### src/rtl/aes_core_arbiter.sv
// Round-robin front end that time-shares one AES-128 core between NUM_REQ requesters.
// Optional watchdog in WAIT enabled by defining AES_ARB_TIMEOUT_EN.
module aes_core_arbiter #(
   parameter int unsigned NUM_REQ        = 4,
   parameter int unsigned ID_W           = 2,
   parameter int unsigned TIMEOUT_CYCLES = 64
) (
   input  logic                     clk,
   input  logic                     rst,
   input  logic [NUM_REQ-1:0]       req_valid,
   input  logic [NUM_REQ*128-1:0]   req_text,
   output logic [NUM_REQ-1:0]       req_ready,
   output logic                     rsp_valid,
   input  logic                     rsp_ready,
   output logic [ID_W-1:0]          rsp_id,
   output logic [127:0]             rsp_text,
   output logic                     rsp_err,
   output logic [127:0]             core_text,
   output logic                     core_start,
   input  logic                     core_done,
   input  logic [127:0]             core_cipher,
   output logic                     busy
);

   if (NUM_REQ < 2 || NUM_REQ > 8 || (1 << ID_W) < NUM_REQ || TIMEOUT_CYCLES < 1) begin : g_cfg_err
      $error("aes_core_arbiter: illegal parameter combination");
   end

   typedef enum logic [1:0] {
      S_IDLE,
      S_LAUNCH,
      S_WAIT,
      S_RESP
   } state_t;

   state_t            r_state;
   state_t            w_next;

   logic [ID_W-1:0]   r_last_grant;
   logic [ID_W-1:0]   r_id;
   logic [127:0]      r_core_text;
   logic [ID_W-1:0]   r_rsp_id;
   logic [127:0]      r_rsp_text;
   logic              r_rsp_err;
   logic              r_done_armed;

   logic              w_hi_hit;
   logic              w_lo_hit;
   logic [ID_W-1:0]   w_hi_idx;
   logic [ID_W-1:0]   w_lo_idx;
   logic [127:0]      w_hi_text;
   logic [127:0]      w_lo_text;
   logic              w_grant_any;
   logic [ID_W-1:0]   w_grant_idx;
   logic [127:0]      w_grant_text;
   logic [NUM_REQ-1:0] w_grant;
   logic              w_accept;
   logic              w_done_ok;
   logic              w_timeout;

   // Rotating priority split into two ascending scans: indices above last_grant
   // win over indices at or below it, which equals a search from last_grant+1.
   always_comb begin
      w_hi_hit  = 1'b0;
      w_lo_hit  = 1'b0;
      w_hi_idx  = '0;
      w_lo_idx  = '0;
      w_hi_text = '0;
      w_lo_text = '0;
      for (int unsigned i = 0; i < NUM_REQ; i++) begin
         if (req_valid[i] && (i > 32'(r_last_grant)) && !w_hi_hit) begin
            w_hi_hit  = 1'b1;
            w_hi_idx  = ID_W'(i);
            w_hi_text = req_text[i*128 +: 128];
         end
         if (req_valid[i] && (i <= 32'(r_last_grant)) && !w_lo_hit) begin
            w_lo_hit  = 1'b1;
            w_lo_idx  = ID_W'(i);
            w_lo_text = req_text[i*128 +: 128];
         end
      end
      w_grant_any  = w_hi_hit | w_lo_hit;
      w_grant_idx  = w_hi_hit ? w_hi_idx  : w_lo_idx;
      w_grant_text = w_hi_hit ? w_hi_text : w_lo_text;
   end

   assign w_grant   = w_grant_any ? (NUM_REQ'(1) << w_grant_idx) : '0;
   assign w_accept  = (r_state == S_IDLE) && w_grant_any && !rst;
   assign req_ready = w_accept ? w_grant : '0;
   assign w_done_ok = (r_state == S_WAIT) && core_done && r_done_armed;

`ifdef AES_ARB_TIMEOUT_EN
   localparam int unsigned CNT_W = $clog2(TIMEOUT_CYCLES + 1);
   logic [CNT_W-1:0] r_wait_cnt;

   always_ff @(posedge clk) begin
      if (rst || r_state == S_LAUNCH) begin
         r_wait_cnt <= '0;
      end else if (r_state == S_WAIT) begin
         r_wait_cnt <= r_wait_cnt + 1'b1;
      end
   end

   // Fires on the TIMEOUT_CYCLES-th WAIT cycle; a qualifying Done takes precedence.
   assign w_timeout = (r_state == S_WAIT) && (32'(r_wait_cnt) == TIMEOUT_CYCLES - 1);
`else
   assign w_timeout = 1'b0;
`endif

   always_ff @(posedge clk) begin
      if (rst) begin
         r_state <= S_IDLE;
      end else begin
         r_state <= w_next;
      end
   end

   always_comb begin
      w_next = r_state;
      case (r_state)
         S_IDLE:   if (w_accept) w_next = S_LAUNCH;
         S_LAUNCH: w_next = S_WAIT;
         S_WAIT:   if (w_done_ok || w_timeout) w_next = S_RESP;
         S_RESP:   if (rsp_ready) w_next = S_IDLE;
         default:  w_next = S_IDLE;
      endcase
   end

   always_ff @(posedge clk) begin
      if (rst) begin
         r_last_grant <= ID_W'(NUM_REQ - 1);
         r_id         <= '0;
         r_core_text  <= '0;
         r_rsp_id     <= '0;
         r_rsp_text   <= '0;
         r_rsp_err    <= 1'b0;
         r_done_armed <= 1'b0;
      end else begin
         if (w_accept) begin
            r_core_text  <= w_grant_text;
            r_id         <= w_grant_idx;
            r_last_grant <= w_grant_idx;
         end
         // A Done only counts once it has been seen low after the launch.
         if (r_state == S_LAUNCH) begin
            r_done_armed <= 1'b0;
         end else if (r_state == S_WAIT && !core_done) begin
            r_done_armed <= 1'b1;
         end
         if (w_done_ok) begin
            r_rsp_text <= core_cipher;
            r_rsp_id   <= r_id;
            r_rsp_err  <= 1'b0;
         end else if (w_timeout) begin
            r_rsp_text <= '0;
            r_rsp_id   <= r_id;
            r_rsp_err  <= 1'b1;
         end
      end
   end

   assign core_text  = r_core_text;
   assign core_start = (r_state == S_LAUNCH);
   assign rsp_valid  = (r_state == S_RESP);
   assign rsp_id     = r_rsp_id;
   assign rsp_text   = r_rsp_text;
   assign rsp_err    = r_rsp_err;
   assign busy       = (r_state != S_IDLE);

endmodule

### config.mk
export PLATFORM = sky130hd
export DESIGN_NAME = aes_core_arbiter
export DESIGN_NICKNAME = d
export VERILOG_FILES = /design/src/rtl/aes_core_arbiter.sv
export SDC_FILE = /design/constraint.sdc
export NUM_CORES = 1
export LEC_CHECK = 0
export CAP_MARGIN = 20
export CORE_AREA = 2 2 361 363
export CTS_CLUSTER_DIAMETER = 120
export CTS_CLUSTER_SIZE = 28
export DETAILED_ROUTE_END_ITERATION = 8
export DIE_AREA = 0 0 363 365
export PLACE_DENSITY = 0.34
export SYNTH_ARGS = -nofsm -noshare
export SYNTH_HDL_FRONTEND = slang
export SYNTH_SLANG_ARGS = --single-unit
### constraint.sdc
create_clock -name clk -period 1.9 [get_ports clk]
set_input_delay 0.19 -clock clk [delete_from_list [all_inputs] [get_ports clk]]
set_output_delay 0.19 -clock clk [all_outputs]
set_load 0.05 [all_outputs]
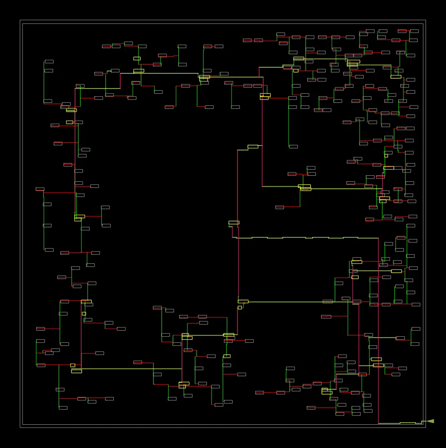
Figure 1: run 1, clock nets.
total CTS buffers: 23
Clock net power: 0.00598 W
Sink Count: 265

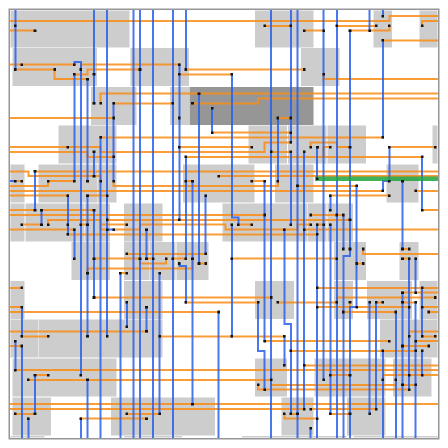
Figure 2: run 1, layout detail.
Region (257, 76) to (287, 106) um. Cells in grey, sequential cells in the stronger grey; small squares are vias.
legend:
  blue:
    layer: M2
  orange:
    layer: M1
  green:
    layer: M3
cells with their middle in the window: 47
sequential cells in the window: 1
most frequent: buf_4 (12), nor2_1 (5), buf_6 (4)
netlist names of flops here include: r_last_grant (1)

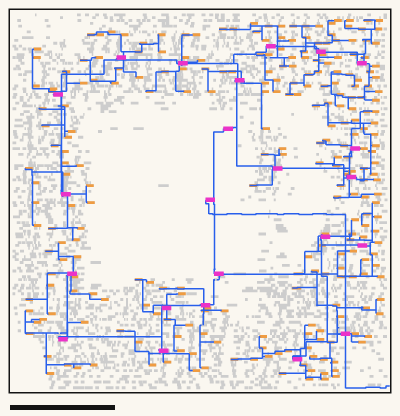
Figure 3: run 1, clock distribution.
The bar under the picture is 100 um long.
legend:
  orange:
    item: flip-flops
    count: 265
  magenta:
    item: clock-net drivers
    count: 23
  blue:
    item: clock wires
    length: 5870 um
flops lie: all over the die
routed clock nets: 24
final setup skew: 58.0 ps
Latency at later pin: 630 ps
clock share of power: 0.169

==> run summary, run 1 <==
outcome: finished, violations left
Async SR Flop Fraction: 0
DP HPWL: 102 mm
Post-synth seq share: 0.315
nets: 4085
OpenROAD warnings: 41
total core area: 129000 um^2
final-report hold violation count: 0
most frequent cell after synthesis: nand2_1
PnR worst setup slack: -502 ps
via/cell ratio: 4.56
Clock buffer cells: 25
top logic cells by instance count in the layout: clkdlybuf4s50_1 (644), nand2_1 (538), dfxtp_1 (263)
CP top delay family: simple AND/OR/NAND/NOR gates
Buf/Inv on CP: 2
WS Path Type: reg -> out
area leader, netlist: dfxtp_1
initial antenna violation count: 59
post-CTS sizing: 434
Seq/total area: 0.160
WL/cell: 26.4 um
Iteration-0 DRC Markers: 1565
Setup crit end kind: output port
Placer Congestion: 0.843
Global Route Usage Sum: 0.194
Combinational Power Share: 0.615
switching part of the total: 0.500
Cells after Synth: 2474
Yosys reg bits: 265
worst reg2reg startpoint: r_last_grant[0]
sequential power share: 0.216
Netlist Area Pre-Place: 16800 um^2
antenna viol nets, final: 0
PD cells: 1070 nW/um^2
worst hold start: core_cipher[69]
die height: 365 um
Synthesis Warnings: 0
# setup viols final: 132
failing checks: negative setup slack
crit path launch: r_last_grant[0]
Nets at Floorplan: 3127
Startpoint Class: register
instance count on the critical path: 7
Signal buf overhead: 0.379
chip area: 132000 um^2
CP peak stage delay: 370 ps
Detailed Route WL: 136 mm
IO Port Bufs: 912
CTS tree: done
Power Total: 0.0354 W
Worst EP arrival: 2210 ps
Taps Inserted: 1675
run 1: metal layers:
metal	vias up	part of all wire	global-route usage
met5	-	0.0024	0
met4	50	0.019	0.0436
met3	152	0.082	0.0578
met2	880	0.48	0.335
met1	11500	0.41	0.235
li1	10900	-	-
run 1: kinds of logic (layout without fill, tap and decap cells):
kind of cell | Yosys count | after routing | synth area share
adder cells (fa/ha/maj) | 5 | 5 | 0.00372
flip-flops | 265 | 265 | 0.315
buffers and inverters | 381 | 1356 | 0.0891
AND/OR/NAND/NOR | 923 | 923 | 0.222
AND-OR/OR-AND | 898 | 898 | 0.369
other | 1 | 23 | 0.000223
multiplexers | 1 | 1 | 0.000595
run 1: registers in the layout, indices dropped and copies added, names as in the netlist:
register,flops
r_id,2
rsp_text,128
core_text,128
r_last_grant,2
r_done_armed,1
rsp_id,2
r_state,2
==> run 2: changes to the inputs <==
--- a/config.mk
+++ b/config.mk
@@ -15,3 +15,4 @@
 export SYNTH_ARGS = -nofsm -noshare
 export SYNTH_HDL_FRONTEND = slang
 export SYNTH_SLANG_ARGS = --single-unit
+export TNS_END_PERCENT = 1
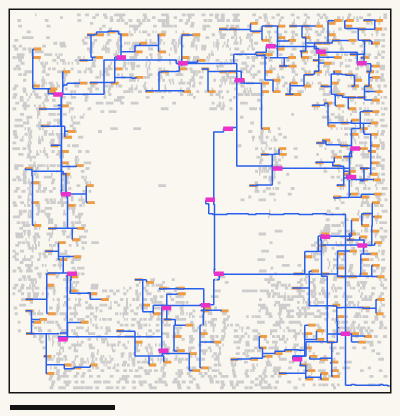
Figure 4: run 2, clock distribution.
The bar under the picture is 100 um long.
legend:
  magenta:
    item: clock-net drivers
    count: 23
  blue:
    item: clock wires
    length: 5850 um
  orange:
    item: flip-flops
    count: 265
flops lie: all over the die
routed clock nets: 24
Clock net power: 0.00595 W
clock share of power: 0.184
final setup skew: 58.0 ps

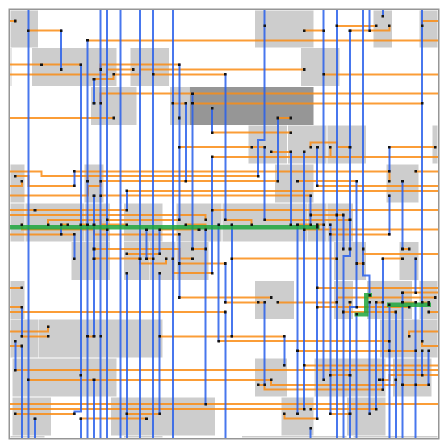
Figure 5: run 2, layout detail.
Region (257, 76) to (287, 106) um. Cells in grey, sequential cells in the stronger grey; small squares are vias.
legend:
  blue:
    layer: M2
  orange:
    layer: M1
  green:
    layer: M3
cells with their middle in the window: 43
sequential cells in the window: 1
netlist names of flops here include: r_last_grant (1)
most frequent: buf_4 (12), nor2_1 (5)

==> run 2 against run 1 <==
Effect of this change: the run still ends with negative setup slack left; utilization decreased by 2.2 points; register-to-register slack worse by 40 ps; wire length is 4.6% lower; clock skew about the same; via count is 2.3% lower; non-clock buffer count fell by 55; final cell count is 1.3% lower; count of clock-buffer cells in the layout is the same; die area is the same; first-iteration DRC count down 1.8%; critical path type unchanged; critical endpoint unchanged; largest power group unchanged; highest routed layer unchanged.
==> run summary, run 2 <==
outcome: finished, violations left
failing checks: negative setup slack
ao+oa area frac: 0.369 (unchanged)
R2R cell count: 9
Cell Type Count: 42
CTS tree: done
instance count on the critical path: 7 (unchanged)
GR Util met3: 0.0586 (+0.000878)
most frequent cell after synthesis: nand2_1
Async SR Flop Fraction: 0 (unchanged)
Power Total: 0.0324 W (-8.7%)
Nets at Floorplan: 3127 (unchanged)
final-report hold violation count: 0 (unchanged)
PnR worst setup slack: -493 ps (+9.37 ps)
wire length on met3: 11.1 mm (+0.16%)
Reg clk slew, reported paths: 110 ps
DR vias: 22900
Worst EP arrival: 2200 ps (about the same)
nets: 4030 (-1.3%)
Placer Congestion: 0.843 (unchanged)
met2 wire length: 63.0 mm (-4.5%)
top comb family, area: AND-OR/OR-AND gates
initial antenna violation count: 57 (-3.4%)
chip area: 132000 um^2 (unchanged)
fin. max-slew vios: 0
Synth Area in Simple Gates: 0.222 (unchanged)
Adder Area Share: 0.00372 (unchanged)
total core area: 129000 um^2 (unchanged)
OpenROAD warnings: 39 (-4.9%)
post-cts hold-fix buffer tally: 1
worst reg2reg startpoint: r_last_grant[0]
WL/cell: 25.6 um (-3.3%)
met2 Usage GRT: 0.324 (-0.0108)
Cells after Synth: 2474 (unchanged)
CP peak stage delay: 370 ps (about the same)
antenna viol nets, final: 0 (unchanged)
Buf/Inv on CP: 2 (unchanged)
Startpoint Class: register
Sink Count: 265 (unchanged)
WS Path Type: reg -> out
# setup viols final: 125 (-5.3%)
Yosys reg bits: 265 (unchanged)
Init Core Util: 0.131
Worst Tran Pin Value: 898 ps
crit path launch: r_last_grant[0]
Layout Cells excl Fill: 5080
clock root cell: clkbuf_16
XOR/XNOR Area Share: 0 (unchanged)
uppermost layer routed: met5
Latency at later pin: 630 ps (about the same)
Hold Path Class: in -> reg
RSZ-0062 raised after global routing: true
Area leader share: 0.315
top logic cells by instance count in the layout: clkdlybuf4s50_1 (644), nand2_1 (623), a21oi_1 (296)
# Cells Yosys: 2474
Final TNS setup: -23730 ps
die height: 365 um (unchanged)
Netlist Area Pre-Place: 16800 um^2 (unchanged)
Synthesis Warnings: 0 (unchanged)
met1 Resource Use GR: 0.222 (-0.0129)
Setup crit end: req_ready[2]
mux share: 0.000595 (unchanged)
Post-synth seq share: 0.315 (unchanged)
CP top delay family: simple AND/OR/NAND/NOR gates
via/cell ratio: 4.51 (-1.0%)
Place WS: -610 ps
Setup crit end kind: output port
IO Port Bufs: 912 (unchanged)
PD cells: 1070 nW/um^2 (about the same)
Detailed Route WL: 130 mm (-4.6%)
Iteration-0 DRC Markers: 1537 (-1.8%)
most congested layer reported by global routing: met2
total CTS buffers: 23 (unchanged)
area leader, netlist: dfxtp_1
worst hold start: core_cipher[69]
met1 wire length: 53.2 mm (-5.1%)
DP HPWL: 102 mm (unchanged)
max cap viols: 0
post-CTS sizing: 239 (-45%)
# H-tree levels: 1
Global Route Usage Sum: 0.185 (-0.00866)
-- run 2: final cells by class --
| type | count | area [um^2] | share of cell area |
|---|---|---|---|
| flip-flops and latches | 265 | 5310 | 0.175 |
| clock inverters | 17 | 278 | 0.00916 |
| clock buffers | 25 | 614 | 0.0203 |
| diodes | 11 | 27.5 | 0.000908 |
| repair buffers | 1152 | 11300 | 0.374 |
| well taps | 1675 | 2100 | 0.0691 |
| multi-input cells | 1828 | 10300 | 0.338 |
| inverters | 107 | 402 | 0.0132 |
-- run 2: where the power goes --
part	switching (W)	internal [W]	total, W
clock network	0.00321	0.00274	0.00595
logic	0.0121	0.00664	0.0187
registers	0.000883	0.00677	0.00766
==> run 3: changes to the inputs <==
--- a/config.mk
+++ b/config.mk
@@ -5,13 +5,15 @@
 export SDC_FILE = /design/constraint.sdc
 export NUM_CORES = 1
 export LEC_CHECK = 0
+export ABC_AREA = 1
 export CAP_MARGIN = 20
-export CORE_AREA = 2 2 361 363
+export CORE_AREA = 2 2 355 357
 export CTS_CLUSTER_DIAMETER = 120
 export CTS_CLUSTER_SIZE = 28
 export DETAILED_ROUTE_END_ITERATION = 8
-export DIE_AREA = 0 0 363 365
-export PLACE_DENSITY = 0.34
+export DIE_AREA = 0 0 357 359
+export PLACE_DENSITY = 0.35
+export RECOVER_POWER = 50
 export SYNTH_ARGS = -nofsm -noshare
 export SYNTH_HDL_FRONTEND = slang
 export SYNTH_SLANG_ARGS = --single-unit
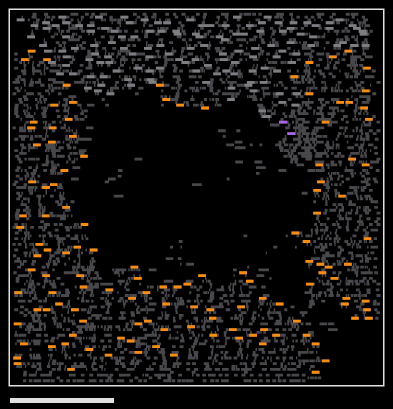
Figure 6: run 3, where the registers sit.
The bar under the picture is 100 um long. Other sequential cells in the stronger grey, the rest of the logic in the fainter grey.
legend:
  orange:
    signal: core_text
    sequential_cells: 128
    where: all over the die
  purple:
    signal: r_last_grant
    sequential_cells: 2
Sequential Power: 0.00790 W
Seq/total area: 0.171

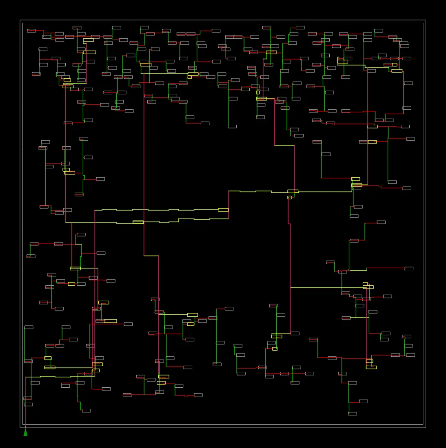
Figure 7: run 3, clock nets.
Clock buffer cells: 24
Clock net power: 0.00591 W
sequential cells: 265
final setup skew: 45.6 ps

==> run 3 against run 2 <==
Effect of this change: largest cell class is now logic gates; non-clock buffer count shrank 36; die area shrank 3.3%; wire length shrank 0.75%; via count grew 8.3%; the flow still finishes with violations (negative setup slack); sequential power grew 3.1%; synthesized cell count grew 21%; design area grew 2.1%; power grew 10%; sequential share of layout area shrank 0.38 points; count of clock-buffer cells in the layout shrank 1.
==> run summary, run 3 <==
Startpoint Class: register
total CTS buffers: 23 (unchanged)
Setup crit end: req_ready[2]
Detailed Route WL: 129 mm (-0.75%)
critical path peak fanout: 3
sequential power share: 0.221 (-0.016)
antenna viol nets, final: 0 (unchanged)
worst hold start: core_cipher[73]
top comb family, area: simple AND/OR/NAND/NOR gates
Setup crit end kind: output port
initial antenna violation count: 21 (-63%)
WS Path Type: reg -> out
nets: 4506 (+12%)
ao+oa area frac: 0.0901 (-0.279)
clock root cell: clkbuf_16
CP top delay family: buffers and inverters
CP peak stage delay: 350 ps (-20 ps)
Cell Type Count: 22 (-48%)
most numerous logic cell after layout: nand2_1
top logic cells by instance count in the layout: nand2_1 (721), clkdlybuf4s50_1 (645), nor2_1 (585)
sequential cell area: 5310 um^2 (about the same)
Synth Area in Simple Gates: 0.527 (+0.305)
worst reg2reg startpoint: r_last_grant[1]
Net Sw Power: 0.0186 W (+15%)
Reg clk slew, reported paths: 110 ps (about the same)
Yosys reg bits: 265 (unchanged)
CTS tree: done
IO Port Bufs: 912 (unchanged)
Layout Cells excl Fill: 5534 (+8.9%)
Post-synth seq share: 0.298 (-0.0171)
P_int: 0.0171 W (+5.8%)
Nets at Floorplan: 3658 (+17%)
Latency at later pin: 630 ps (about the same)
max cap viols: 0 (unchanged)
YS chip area: 17800 um^2
OpenROAD warnings: 33 (-15%)
Init Core Util: 0.143 (+0.0120)
via/cell ratio: 4.49 (-0.60%)
first-pass GRT wire length: 184 mm
Post-Syn Area per Cell: 5.92 um^2
Place WS: -519 ps (+91.3 ps)
Worst EP arrival: 2180 ps (-20 ps)
die height: 359 um (-1.6%)
Sink Count: 265 (unchanged)
fin. max-slew vios: 0 (unchanged)
post-cts hold-fix buffer tally: 0 (-1)
mux share: 0 (-0.000595)
R2R cell count: 19 (+10)
Gate Area: 11400 um^2 (+11%)
area leader, netlist: dfxtp_1
failing checks: negative setup slack
total core area: 125000 um^2 (-3.2%)
Power Total: 0.0357 W (+10%)
RSZ-0062 raised after global routing: true
instance count on the critical path: 11 (+4)
PD cells: 1150 nW/um^2 (+7.9%)
Combinational Power Share: 0.613 (+0.034)
# setup viols final: 40 (-68%)
post-CTS sizing: 224 (-6.3%)
combinational logic power: 0.0219 W (+17%)
chip area: 128000 um^2 (-3.3%)
Cells after Synth: 3005 (+21%)
Netlist Area Pre-Place: 17800 um^2 (+5.7%)
most frequent cell after synthesis: nand2_1
outcome: finished, violations left
Final TNS setup: -3160 ps (+20570 ps)
PnR worst setup slack: -466 ps (+26.7 ps)
Hold Path Class: in -> reg
XOR/XNOR Area Share: 0 (unchanged)
clock share of power: 0.166 (-0.018)
final-report hold violation count: 0 (unchanged)
# H-tree levels: 1 (unchanged)
Largest Pwr Group: combinational cells
WL/cell: 23.3 um (-8.9%)
Area leader share: 0.298 (-0.0171)
Worst Tran Pin Value: 825 ps (-72.8 ps)
[run 3: netlist changes by cell type in the layout (fill, tap and decap cells not counted), moves of 102 or more]
cell / previous run / this run
nor2_1: 119 / 585
nand4_1: 1 / 359
a21oi_1: 296 / 29
nand3_1: 129 / 386
buf_4: 256 / 102
o221ai_1: 110 / 0
a21o_1: 102 / 0
[run 3: layer usage]
metal	routed length, um	vias to the layer above	share of wire	GRT usage
met2	63500	779	0.49	0.335
met4	3380	16	0.026	0.0477
met5	95	-	0.00074	0
li1	-	11900	-	-
met1	53900	12000	0.42	0.242
met3	7990	139	0.062	0.0410
[run 3: layout make-up]
cell class,count,share of cell area
multi-input combinational,2399,0.368
clock inverter,18,0.00945
clock buffer,24,0.0187
sequential,265,0.171
tap,1650,0.0666
timing repair buffer,1116,0.358
inverter,48,0.00691
antenna,14,0.00113
Power and IR drop assume default switching activity.
